**src/rtl/ins_fetch.sv**
```systemverilog
// ins_fetch: instruction fetch/sequencing unit with operand fetch, jumps, immediates and halt
module ins_fetch #(
  parameter int ADDR_W = 8
) (
  input  logic              clk,
  input  logic              rst,
  input  logic              start,
  output logic [ADDR_W-1:0] mem_addr,
  output logic              mem_rd,
  input  logic [7:0]        mem_data,
  output logic [3:0]        ir,
  output logic [3:0]        operand,
  output logic              en,
  input  logic              jmp,
  input  logic              jg,
  input  logic              movi,
  input  logic              halt,
  input  logic              gflag,
  input  logic              exec_done,
  output logic [7:0]        imm,
  output logic              imm_valid,
  output logic [ADDR_W-1:0] pc,
  output logic              running,
  output logic              halted
);
  typedef enum logic [2:0] {
    S_IDLE, S_FETCH, S_WAIT, S_DECODE, S_OPFETCH, S_OPWAIT, S_EXEC, S_HALT
  } state_t;
  typedef enum logic [1:0] {K_JMP, K_JG, K_MOVI} kind_t;
  state_t st, nxt;
  kind_t kind;
  // state register
  always_ff @(posedge clk)
    if (rst) st <= S_IDLE;
    else st <= nxt;
  // next-state: decoder lines only matter in DECODE, exec_done only in EXEC
  always_comb begin
    nxt = st;
    case (st)
      S_IDLE:    nxt = start ? S_FETCH : S_IDLE;
      S_FETCH:   nxt = S_WAIT;
      S_WAIT:    nxt = S_DECODE;
      S_DECODE:  nxt = halt ? S_HALT : (jmp || jg || movi) ? S_OPFETCH : S_EXEC;
      S_OPFETCH: nxt = S_OPWAIT;
      S_OPWAIT:  nxt = S_EXEC;
      S_EXEC:    nxt = exec_done ? S_FETCH : S_EXEC;
      S_HALT:    nxt = S_HALT;
      default:   nxt = S_IDLE;
    endcase
  end
  // outputs decoded from the current state
  always_comb begin
    mem_rd = st == S_FETCH || st == S_OPFETCH;
    mem_addr = mem_rd ? pc : '0;
    en = st == S_DECODE || st == S_EXEC;
    running = st != S_IDLE && st != S_HALT;
    halted = st == S_HALT;
  end
  // instruction/operand capture, pc sequencing and immediate load
  always_ff @(posedge clk)
    if (rst) begin
      pc <= '0;
      ir <= '0;
      operand <= '0;
      imm <= '0;
      imm_valid <= 1'b0;
      kind <= K_JMP;
    end else begin
      imm_valid <= st == S_OPWAIT && kind == K_MOVI;
      if (st == S_WAIT) begin
        ir <= mem_data[7:4];
        operand <= mem_data[3:0];
        pc <= pc + ADDR_W'(1);
      end
      if (st == S_DECODE) kind <= jmp ? K_JMP : jg ? K_JG : K_MOVI;
      if (st == S_OPWAIT) begin
        pc <= (kind == K_JMP || (kind == K_JG && gflag)) ? ADDR_W'(mem_data) : pc + ADDR_W'(1);
        if (kind == K_MOVI) imm <= mem_data;
      end
    end
endmodule

```
**config.mk**
```make
export PLATFORM = sky130hd
export DESIGN_NAME = ins_fetch
export DESIGN_NICKNAME = d
export VERILOG_FILES = /design/src/rtl/ins_fetch.sv
export SDC_FILE = /design/constraint.sdc
export NUM_CORES = 1
export LEC_CHECK = 0
export ABC_AREA = 0
export CORE_MARGIN = 2
export CORE_UTILIZATION = 40
export DETAILED_ROUTE_END_ITERATION = 10
export PLACE_DENSITY = 0.76
export SYNTH_ARGS = -nofsm -noshare
export SYNTH_HDL_FRONTEND = slang
export SYNTH_SLANG_ARGS = --single-unit
```
**constraint.sdc**
```tcl
create_clock -name clk -period 1.25 [get_ports clk]
set_input_delay 0.25 -clock clk [delete_from_list [all_inputs] [get_ports clk]]
set_output_delay 0.25 -clock clk [all_outputs]
set_load 0.005 [all_outputs]
```
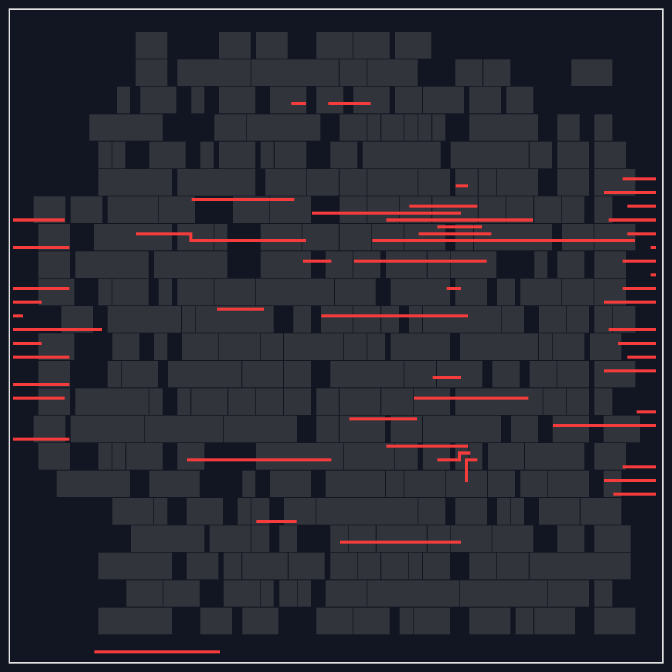
layer_met3.png
Cells faint in the background.
longest straight run: 25.8 µm
nets with wire on the layer: 46
share of all routed wire: 6.6%
wire length on this layer: 334 µm
Vias: 1666
met3 usage: 5.90%
aggregate routed wire length: 5.02 mm

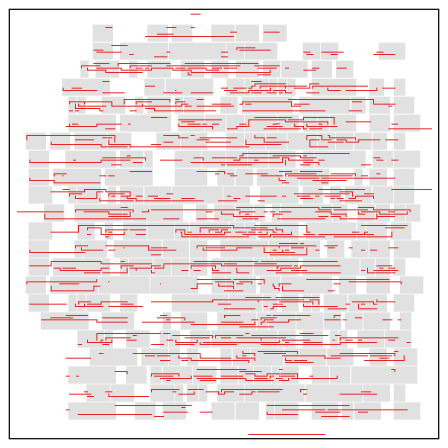
layer_met1.png
Cells faint in the background.
main direction: horizontal
share of all routed wire: 41%
nets with wire on the layer: 248
wire length on this layer: 2040 µm

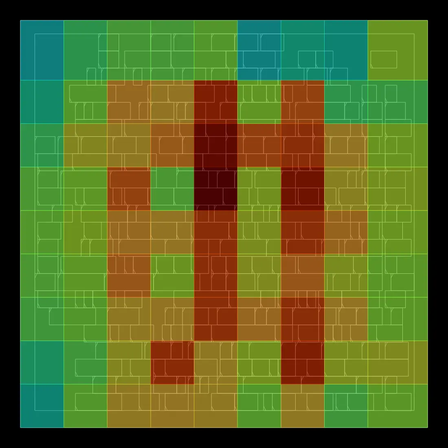
congestion.png
most utilized layer in the global route result: met2
total routing usage reported by global routing: 23.9%
utilization after layout: 76.4%
met1 track demand over resource: 27.3%
wire per inst: 15.7 µm

==> summary.txt <==
On the backend side, the flow ran end to end.

The flow ran to the end, but the final reports show violations. The final reports fail on negative setup slack. The maximum fanout along the worst path stands at 5. TritonCTS built the clock tree. In this run the clock root is driven by a clkbuf_8. The synthesis report gives the async set-or-reset register share as 0%. According to the report, the first pass of detailed routing completed in 4 iterations. In the setup report, the worst path falls into the class reg2reg. The report puts the hold buffer count at CTS at 0.

Among all stages on the critical path, the maximum delay recorded is 360 ps. Subtracting the final worst setup slack from the clock period gives 1580 ps. The detailed-placement wirelength estimate stands at 2.78 mm.

The cell area power density stands at 927 nW/µm². For reference, the top logic cell family by area is simple AND/OR/NAND/NOR gates. The clock latency on the worst-skew pair stands at 290 ps.

The via count of the first global-routing pass stands at 1626. The post-synth area from yosys stat stands at 1470 µm². The number of nets in the synthesized netlist stands at 185.

Summed over all layers, the global routing overflow is 0. The cell family contributing the most delay on the critical path is simple AND/OR/NAND/NOR gates. After the flow finishes, the layout carries non-filler instances totaling 319.

The row count stands at 22. The post-synthesis share of cell area spent on xor and xnor gates stands at 1.19%. On the critical path, the stage with the largest delay is an instance of dfxtp_4.

The number of clock sinks seen by CTS stands at 30. The upper clock frequency limit stands at 634 MHz. Nets still carrying antenna violations after routing amount to 0.

The cell count after synthesis stands at 167. The share of total power in combinational logic stands at 26.9%. By instance count, the cell type seen most on the critical path is buf_6. The share of the core area taken by cells at floorplan is 40.9%.

The number of antenna violations at the first check in global routing stands at 0. Of the total synthesized cell area, the portion taken by AND-OR and OR-AND cells is 12.2%. Yosys mapped the design onto 47 distinct sky130hd cell types. Averaged over all synthesized cells, the footprint is 8.83 µm². The register bit total from synthesis stands at 30. For reference, full adder, half adder and majority cells occupy 0.849% of the area reported after synthesis. The run reported a max-capacitance violation count of 0. The maximum ir drop on the vdd rail stands at 0.711 mV. The number of hold violations in the final report stands at 0. The critical path buffer and inverter count stands at 2. The sequential cell fraction of total power stands at 41.3%. The synthesis report lists the most area-consuming cells as dfxtp_1 (41%), mux2i_1 (12%), nor2_1 (7.6%), a21oi_1 (3.4%), and2_1 (3.0%). The finished design was reported to have a net count of 288. For this run, the register share of the synthesized area comes to 40.7%. The filler cells instantiated in the layout total 256. The total leakage power stands at 1.27 nW. Note that the worst hold path type here is reg2reg. After its last routability iteration, the placer logged a weighted congestion of 0.776. In this run, the synthesized area fraction spent on and/or/nand/nor cells is recorded as 29.4%. The routed layout reports a DRC error count of 0. Buffers inserted during clock tree synthesis total 5. The number of placed cells counting well taps stands at 293. The area share of the largest cell type after synthesis stands at 40.7%. dfxtp_1 takes more of the synthesized area than any other cell.

The chip area stands at 4190 µm². The portion of netlist area occupied by mux cells stands at 11.5%. The placement report lists the number of port buffers as 53. The total power after layout stands at 2.55 mW. The power report attributes to the clock group a share of 31.9%.

The relative slew slack stands at 78.8%. The final worst slack stands at -328 ps. The clock tree buffer depth stands at 2. The stage logs contain a warning count of 29. For this run, the final setup violation count is recorded as 41. The wire length of the first global-routing pass stands at 7.59 mm. The cell-internal power stands at 1.85 mW. The routed design shows a via density per instance of 5.22.

The switching component of the power was reported as 707 µW. Yosys mapped a number of flops with a built-in enable equal to 0. In this run, the number of DRC markers left after iteration 0 of detailed routing was 89.

The floorplan step set the die width to 64.7 µm. The worst setup path is captured at a flop. The area growth from synthesis to layout is 86.8%.

Per the Yosys statistics, synthesis produced 167 cells. The data arrival time at the worst-slack endpoint stands at 1800 ps. 54 I/O pins were placed. The floorplan step defined a core boundary enclosing 3610 µm². For reference, the critical path cell chain is buf_6, nor3b_4, buf_6, nor2_4, or3_4, a21oi_2.

For reference, the clock transition at the flip-flops on the worst setup and hold paths is 70 ps. At the pin with the least slew margin, the transition time is 315 ps. Across the routed clock network, the largest skew measured is 8.04 ps. The synthesis log from Yosys contains 0 warnings. Among all flip-flop cells after synthesis, the most frequent one is dfxtp_1. The required time of the worst setup path stands at 1470 ps. Setup repair after global routing could not meet its margin everywhere.

STA classifies the critical path startpoint as a flop. Measured along the y axis, the die boundary spans 64.7 µm. Max-slew check failures listed in the final report amount to 0. The maximum number of pins on one net before global-route repair stands at 18.

The share of cells above drive strength 1 stands at 44.3%. The cell area that synthesis handed to floorplanning was 1470 µm². The repair_antennas step left the layout with diodes totalling 0. The clock H-tree reported by CTS has 2 levels. The final timing summary puts the cycle share of the worst path at 126%. In this run switching power makes up 27.7% of total power.
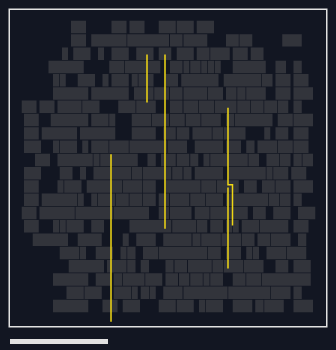
layer_met4.png
The bar under the picture is 20 µm long. Cells faint in the background.
wire length on this layer: 120 µm
main direction: vertical
share of all routed wire: 2.4%

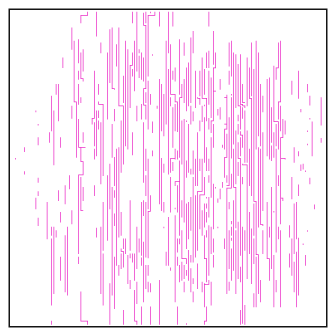
layer_met2.png
share of all routed wire: 50%
wire length on this layer: 2530 µm
main direction: vertical

placed cells by master (no fill, tap or decap), types with 2 or more instances in the layout:
master / synthesis / final
nand3_1: 4 / 4
nor2_1: 30 / 25
buf_2: 2 / 6
inv_1: 2 / 2
buf_6: 1 / 25
a211oi_2: 0 / 3
nor2_4: 1 / 5
dlygate4sd2_1: 0 / 25
buf_4: 1 / 32
dfxtp_1: 30 / 15
dfxtp_4: 0 / 4
clkbuf_8: 0 / 6
clkdlybuf4s50_1: 0 / 16
nor3_1: 4 / 2
nand2b_1: 4 / 4
and2_4: 0 / 3
a22oi_1: 2 / 2
nor2b_1: 3 / 2
and2_1: 7 / 4
a21oi_1: 10 / 5
dfxtp_2: 0 / 11
o32ai_2: 0 / 2
a21oi_2: 0 / 4
nand2_1: 6 / 6
mux2i_1: 17 / 17
nand4b_1: 2 / 2
and3_1: 3 / 2
registers in the layout (all words and copies together) (netlist names):
| register | cells |
|---|---|
| imm_valid | 1 |
| pc | 8 |
| st | 3 |
| kind | 2 |
| operand | 4 |
| ir | 4 |
| imm | 8 |
power by group through the flow:
stage	Clock [mW]	Combinational (mW)	Sequential (mW)
after floorplan	0	0.226	1.05
after global placement	0	0.494	1.06
after detailed placement	0	0.499	1.06
after CTS	0.816	0.607	1.05
after global routing	0.867	0.730	1.06
final	0.814	0.686	1.05
worst min-delay path, stage by stage (launching register included):
cell	delay, ps
dfxtp_2	320
mux2i_1	60
nor2_1	70
layout make-up:
cell class,count,area [µm²],share of cell area [%]
repair buffers,106,946,34.3
clock buffers,7,86.3,3.13
inverters,2,7.51,0.273
clock inverters,1,5.00,0.182
well taps,48,60.1,2.18
multi-input cells,125,1020,37.0
flip-flops and latches,30,629,22.9
final timing paths:
kind / start / end / slack, ps / cells after the start
setup / recovery: st[2]$_SDFF_PP0_ / pc[0]$_SDFFE_PP0P_ / -330 / 6
hold reg to reg: operand[0]$_SDFFE_PP0P_ / operand[0]$_SDFFE_PP0P_ / 490 / 2
setup reg to reg: st[2]$_SDFF_PP0_ / pc[0]$_SDFFE_PP0P_ / -330 / 6
hold / removal: operand[0]$_SDFFE_PP0P_ / operand[0]$_SDFFE_PP0P_ / 490 / 2
cells in the mapped netlist (all sizes together), types with 4 or more instances:
master / number
nand2: 7
nand3: 4
buf: 4
nor2: 31
nand2b: 4
dfxtp: 30
nor3: 4
clkbuf: 6
mux2i: 17
a21oi: 10
and2: 7
per-layer routing:
| metal | global-route usage, % | up-vias | part of all wire [%] |
|---|---|---|---|
| met5 | 0 | - | 0 |
| met4 | 11.7 | 0 | 2.4 |
| met3 | 5.90 | 12 | 6.6 |
| met2 | 41.2 | 73 | 50 |
| met1 | 27.3 | 782 | 41 |
| li1 | - | 799 | - |
per-stage QoR:
stage	worst slack, ps	setup TNS, ps	hold WS, ps	util (%)	area (µm²)
floorplan	-39.1	-137	394	-	1490
global placement	-344	-8570	481	63.5	2290
detailed placement	-385	-9030	484	63.5	2290
CTS	-294	-6470	493	72.7	2620
global route	-366	-10230	519	76.4	2750
finish	-328	-8060	487	76.4	2750
timing repair:
item                                    CTS  global route
endpoints found under the setup margin   62            42
resized                                 119            31
cloned                                    1             0
buffers inserted                         16             2
pin swaps                                24            17
Power figures rest on the tool's default switching activity, not on a simulated workload.
